--- src/rtl/hamming_pkg.sv ---
// Shared constants and FSM state type for the Hamming(15,11) encode/correct path.
package hamming_pkg;

  localparam int LARG_DADO   = 11;
  localparam int LARG_CODIGO = 15;

  // Parity positions in the 15-bit layout the corrector expects.
  localparam int PAR0 = 14;
  localparam int PAR1 = 13;
  localparam int PAR2 = 11;
  localparam int PAR3 = 7;

  typedef enum logic [0:0] {
    OCIOSO    = 1'b0,
    TRANSMITE = 1'b1
  } estado_tx_t;

endpackage

--- src/rtl/gera_hamming.sv ---
// Combinational Hamming(15,11) encoder: places the 11 data bits and computes
// the four parity bits. Purely combinational so it can double as a reference model.
module gera_hamming
  import hamming_pkg::*;
(
  input  logic [LARG_DADO-1:0]   i_dado,
  output logic [LARG_CODIGO-1:0] o_codigo
);

  logic [LARG_CODIGO-1:0] w_cw;

  always_comb begin
    w_cw       = '0;
    w_cw[12]   = i_dado[10];
    w_cw[10:8] = i_dado[9:7];
    w_cw[6:0]  = i_dado[6:0];
    // Parity is computed from the data positions placed above.
    w_cw[PAR0] = w_cw[12] ^ w_cw[10] ^ w_cw[8] ^ w_cw[6] ^ w_cw[4] ^ w_cw[2] ^ w_cw[0];
    w_cw[PAR1] = w_cw[12] ^ w_cw[9]  ^ w_cw[8] ^ w_cw[5] ^ w_cw[4] ^ w_cw[1] ^ w_cw[0];
    w_cw[PAR2] = w_cw[10] ^ w_cw[9]  ^ w_cw[8] ^ w_cw[3] ^ w_cw[2] ^ w_cw[1] ^ w_cw[0];
    w_cw[PAR3] = w_cw[6]  ^ w_cw[5]  ^ w_cw[4] ^ w_cw[3] ^ w_cw[2] ^ w_cw[1] ^ w_cw[0];
  end

  assign o_codigo = w_cw;

endmodule

--- src/rtl/codifica_hamming_serial.sv ---
// Hamming(15,11) encoder with MSB-first serial link and parallel codeword output.
// Define CODIFICA_INJETA_ERRO_EN to add single-bit error injection ports.
// Handshake: a word is accepted on any rising edge where dado_valido && pronto;
// upstream must hold dado/dado_valido stable until that edge.
module codifica_hamming_serial
  import hamming_pkg::*;
#(
  parameter int BIT_CICLOS = 1
) (
  input  logic                   clk,
  input  logic                   rst,
  input  logic [LARG_DADO-1:0]   dado,
  input  logic                   dado_valido,
`ifdef CODIFICA_INJETA_ERRO_EN
  input  logic                   injeta_erro,
  input  logic [3:0]             posicao_injeta,
`endif
  output logic                   pronto,
  output logic                   tx_bit,
  output logic                   tx_valido,
  output logic                   tx_inicio,
  output logic [LARG_CODIGO-1:0] codigo
);

  localparam logic [7:0] ULT_CICLO = 8'(BIT_CICLOS - 1);
  localparam logic [3:0] IDX_MSB   = 4'(LARG_CODIGO - 1);

  estado_tx_t             r_estado;
  logic [3:0]             r_idx;
  logic [7:0]             r_cnt;
  logic [LARG_CODIGO-1:0] r_codigo;

  logic [LARG_CODIGO-1:0] w_cw_limpo;
  logic [LARG_CODIGO-1:0] w_cw;
  logic                   w_fim_bit;
  logic                   w_ultimo;
  logic                   w_aceita;

  gera_hamming u_gera (
    .i_dado   (dado),
    .o_codigo (w_cw_limpo)
  );

`ifdef CODIFICA_INJETA_ERRO_EN
  // Corruption is applied after parity so the corrector sees a real error.
  always_comb begin
    w_cw = w_cw_limpo;
    if (injeta_erro && (posicao_injeta != 4'hF))
      w_cw = w_cw_limpo ^ (15'(1) << posicao_injeta);
  end
`else
  assign w_cw = w_cw_limpo;
`endif

  assign w_fim_bit = (r_cnt == ULT_CICLO);
  assign w_ultimo  = (r_estado == TRANSMITE) && (r_idx == 4'd0) && w_fim_bit;
  // Accepting in the last cycle of bit 0 lets frames run back to back.
  assign w_aceita  = dado_valido && pronto;

  always_ff @(posedge clk or posedge rst) begin
    if (rst) begin
      r_estado <= OCIOSO;
      r_idx    <= '0;
      r_cnt    <= '0;
      r_codigo <= '0;
    end else if (w_aceita) begin
      r_estado <= TRANSMITE;
      r_idx    <= IDX_MSB;
      r_cnt    <= '0;
      r_codigo <= w_cw;
    end else if (r_estado == TRANSMITE) begin
      if (w_fim_bit) begin
        r_cnt <= '0;
        if (r_idx == 4'd0) r_estado <= OCIOSO;
        else               r_idx    <= r_idx - 4'd1;
      end else begin
        r_cnt <= r_cnt + 8'd1;
      end
    end
  end

  assign pronto    = (r_estado == OCIOSO) || w_ultimo;
  assign tx_valido = (r_estado == TRANSMITE);
  assign tx_bit    = (r_estado == TRANSMITE) ? r_codigo[r_idx] : 1'b0;
  assign tx_inicio = (r_estado == TRANSMITE) && (r_idx == IDX_MSB) && (r_cnt == 8'd0);
  assign codigo    = r_codigo;

endmodule
--- config.mk ---
export PLATFORM = sky130hd
export DESIGN_NAME = codifica_hamming_serial
export DESIGN_NICKNAME = d
export VERILOG_FILES = /design/src/rtl/hamming_pkg.sv /design/src/rtl/gera_hamming.sv /design/src/rtl/codifica_hamming_serial.sv
export SDC_FILE = /design/constraint.sdc
export NUM_CORES = 1
export LEC_CHECK = 0
export ABC_AREA = 1
export CORE_MARGIN = 4
export CORE_UTILIZATION = 66
export CTS_BUF_LIST = sky130_fd_sc_hd__clkbuf_4 sky130_fd_sc_hd__clkbuf_8
export DETAILED_ROUTE_END_ITERATION = 12
export DONT_BUFFER_PORTS = 1
export HOLD_SLACK_MARGIN = 0.02
export PLACE_DENSITY_LB_ADDON = 0.15
export SYNTH_ARGS = -nofsm -noshare
export SYNTH_HDL_FRONTEND = slang
export SYNTH_SLANG_ARGS = --single-unit
export TNS_END_PERCENT = 1
--- constraint.sdc ---
create_clock -name clk -period 1.9 [get_ports clk]
set_clock_uncertainty 0.05 [all_clocks]
set_input_delay 0.285 -clock clk [delete_from_list [all_inputs] [get_ports clk]]
set_output_delay 0.285 -clock clk [all_outputs]
set_load 0.005 [all_outputs]
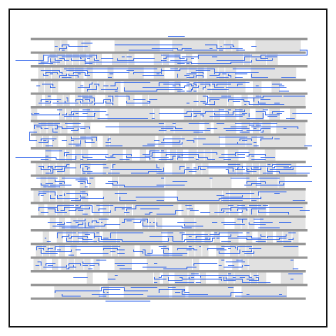
(met1 routing)
Supply wires on this layer in grey.
main direction = horizontal
nets with wire on the layer = 297
wire length on this layer = 1,930 um
Total Routed Length: 4.34 mm
met1 routing resource usage after global routing: 28.8%
routed vias: 1,806

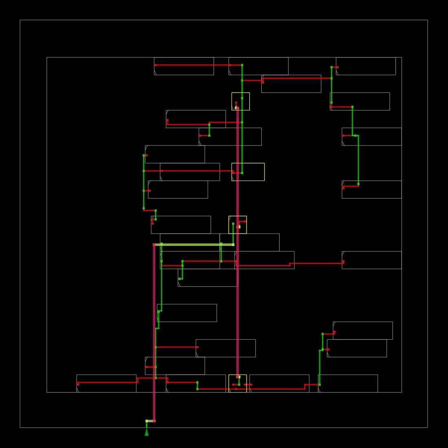
(clock wiring as the flow saved it)
number of sequential cells: 28
Late-Pin Clk Latency: 340 ps
clock network power consumption: 0.000298 W
number of sinks driven by the clock tree: 28
number of buffers created by CTS: 3

==> run notes <==
The layout was made with Yosys and OpenROAD.

Synthesis instantiated 25 different standard cells from the library. The data arrival time of the critical path is 1520 ps. The post-layout total power is 0.00282 W. In the post-synthesis netlist, the biggest area contributors are dfrtp_1 (35%), nand2_1 (25%), nand3_1 (7.3%).

The number of input and output port buffers inserted is 0. The height of the chip is 62.9 um. For met2 alone, demand over resource in global routing was 38.3%.

The slew at the pin closest to its max-slew limit is 384 ps. Clock tree synthesis selected as its root buffer the cell clkbuf_4. The cell accounting for the most synthesized area is dfrtp_1. Counting every net in the synthesized netlist gives 320. Yosys reports that the most numerous cell types are nand2_1 (132), inv_1 (33), nand3_1 (29). The clock tree buffer depth is 2. For this design the static power due to leakage is 1.18 nW. Looking at the VDD voltage map, the peak drop is 0.582 mV. The placement stage leaves a total instance area of 2000 um^2.

In the floorplan report the effective utilization is 70.3%. At the worst endpoint, the required time is 1560 ps. The cell count after synthesis came out at 302. Total global-route track usage over all layers is 23.1%.

Entering global routing, the biggest net connects 36 pins. The number of maximum-capacitance violations recorded for the run is 0. In this run the tools logged warnings totalling 29. The horizontal die size is 62.9 um. The detailed-routing iteration count for the pre-antenna-repair pass is 4.

The signed area change from the synthesized netlist to the final layout is 6.42%. Looking at the clock tree report, the H-tree level count equals 1. The normalized max-slew margin is 74.3%. The detailed placer's ending HPWL is 3.27 mm. The clock tree from TritonCTS is built. The Yosys step of the flow raised 0 warnings. The number of pins exceeding their max-slew limit in the final report is 0. Setup repair after global routing could not meet its margin everywhere. The die footprint is 3950 um^2. The cell with the most instances after synthesis is nand2_1. The met3 capacity usage during global routing is 4.32%. The number of nets with antenna violations after detailed routing is 0. STA classifies the critical path endpoint as an output port. Looking at the post-CTS report, the setup buffer insertion count equals 0. The final-report setup violation count is 0. In this run the standard cell core region covers 2830 um^2.

The most utilized layer in the global route result is met2. STA classifies the critical path startpoint as a register. The fraction of synthesis flops using an asynchronous set or reset pin is 100%. The wire length per cell is 12.9 um. The routed layout reports a DRC error count of 0. The flow ran to the end, and the final reports show no timing, DRC or antenna violations.

The share of layout cells above drive strength 1 is 15.7%. Among all flip-flop cells after synthesis, the most frequent one is dfrtp_1. Yosys reported a register bit count of 28. In this run the biggest area consumer among cell types represents 35.2% of the synthesized area. Counting flops with a built-in enable in the synthesized netlist gives 0. After global routing the overflow that remains totals 0. The number of cell instances after yosys synthesis is 302. The worst path needs 1850 ps of the cycle, external delays included. Before any placement, the netlist area is recorded as 1990 um^2. The routability-driven placement congestion ratio is 0.896. The initial antenna violation count was 0. The maximum clock frequency is 0.540 GHz. The synthesized chip area reported by yosys is 1990 um^2.

The category of the critical setup timing path is register to output port. The register share after synthesis is 35.2%. The routed via count divided by cell count is 5.38. The floorplan report gives the top-level pin count as 33.

With fillers left out, the area of the finished cells amounts to 2120 um^2. The average instance in the mapped netlist occupies 6.58 um^2. The number of DRC markers after the initial detailed-route iteration is 91. The final antenna diode tally reported by the flow is 0.

The clock-pin slew of the registers on the worst-case setup and hold paths is 150 ps. In the final design database the tool counted 324 nets. The initialized floorplan defines 19 standard-cell rows. The first global-routing pass estimated 7.45 mm of wire. The min-delay analysis places its worst path in the category input pin to register. The total power divided by cell area is 1330 nW/um^2.

The via count of the first global-routing pass came to 1,717. Hold-check failures listed in the final report amount to 0. The largest driver fanout on the critical path is 8. The post-route fraction of the period consumed by the critical path is 97.4%.
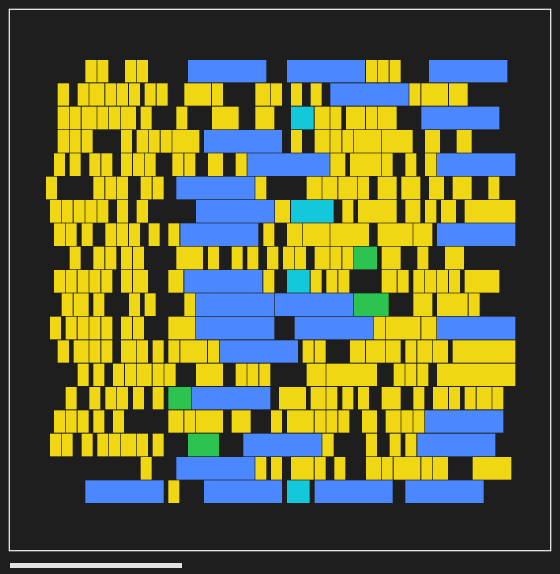
(cell classes on the final placement)
Scale bar: 20 um.
yellow -> remaining logic cells  # cells 269
green -> remaining buffers and delay cells  # cells 4
blue -> sequential cells  # cells 28
cyan -> clock drivers and dummy loads  # cells 4

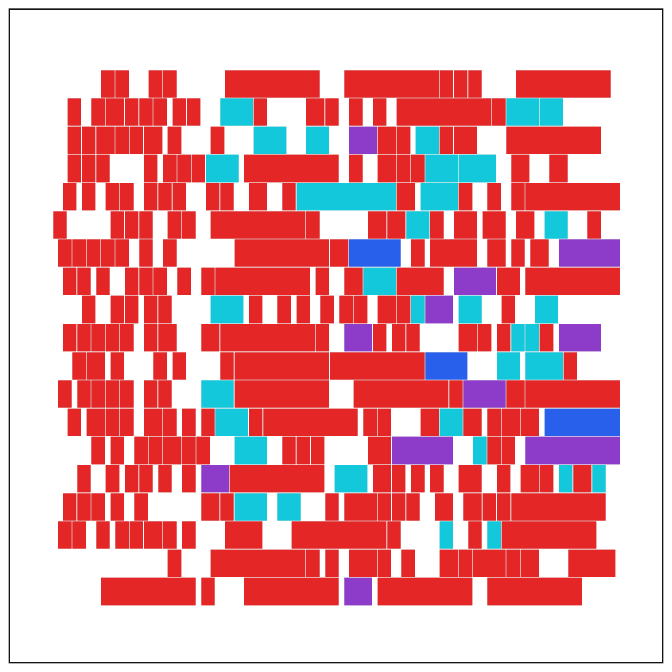
(sizing map)
red -> x1 and smaller  # cells 257, most used nand2_1
purple -> x3 and x4  # cells 11, most used clkbuf_4
blue -> x6 and larger  # cells 3
cyan -> x2  # cells 34, most used o21ai_2

-- cell families (layout without fill, tap and decap cells) --
group                    after synthesis  in the layout  synth area share [%]
AND-OR/OR-AND                         25             25                  8.50
XOR/XNOR                               2              2                 0.881
adder cells (fa/ha/maj)                4              4                  2.52
buffers and inverters                 43             46                  9.50
flip-flops                            28             28                  35.2
AND/OR/NAND/NOR                      200            200                  43.4
-- sequential cells by signal (all words and copies together), names as in the netlist --
name	cells
r_cnt	8
codigo	15
tx_valido	1
r_idx	4
-- per-stage QoR --
stage / setup TNS, ps / utilization [%] / std cells / setup slack, ps / hold WS [ps]
after floorplan: 0 / - / 302 / 191 / 300
after global placement: 0 / 70.8 / 331 / 178 / 204
after detailed placement: 0 / 70.8 / 331 / 106 / 225
after CTS: 0 / 72.7 / 336 / 30.7 / 51.1
after global routing: -129 / 74.8 / 336 / -58.7 / 25.2
final: 0 / 74.8 / 336 / 49.7 / 50.4
-- worst paths after layout --
check	from	end	slack [ps]	cells past startpoint
setup / recovery	r_idx[1]	pronto	50	6
hold / removal	dado[3]	codigo[3]	50	2
setup reg to reg	r_idx[1]	codigo[8]	200	9
hold reg to reg	codigo[6]	codigo[6]	520	2
max in group asynchronous	rst	r_idx[1]	1130	3
min in group asynchronous	rst	codigo[9]	400	3
-- layout by cell type (no fill, tap or decap), drive strengths merged --
master       netlist  routed
inv               38      38
clkbuf             0       4
nor2              23      23
o21ai             21      21
nand4              5       5
dfrtp             28      28
dlygate4sd3        0       1
o21bai             1       1
nand2            139     139
ha                 4       4
xor2               2       2
or2                1       1
nand3             30      30
buf                5       3
a21oi              3       3
nor3               2       2
-- power by group --
part           internal, W  switching (W)
registers         0.000858       0.000333
logic             0.000521       0.000811
clock network     0.000118       0.000181
-- what timing repair did --
action,4_1_cts,5_1_grt
pin swaps,0,3
hold endpoints to repair,28,0
resized,3,15
endpoints found under the setup margin,2,21
hold buffers,1,0
-- cell type report --
class | instances | area, um^2
Inverter | 38 | 143
Clock buffer | 4 | 36.3
Timing Repair Buffer | 4 | 36.3
Tap cell | 31 | 38.8
Fill cell | 241 | 713
Multi-Input combinational cell | 231 | 1160
Sequential cell | 28 | 702
-- layer usage --
metal	share of wire (%)	wire length (um)	up-vias
li1	-	-	946
met1	44	1930	818
met2	49	2140	37
met3	4.7	203	5
met4	1.6	68	0
met5	0	0	-
-- critical path, stage by stage (launching register included) --
cell     delay [ps]
dfrtp_2         490
inv_1           110
ha_1            240
nand2_2          80
inv_2            50
nand3_2          90
nand2_4         120
No activity file was given, so power comes from the tool's default toggle rates.
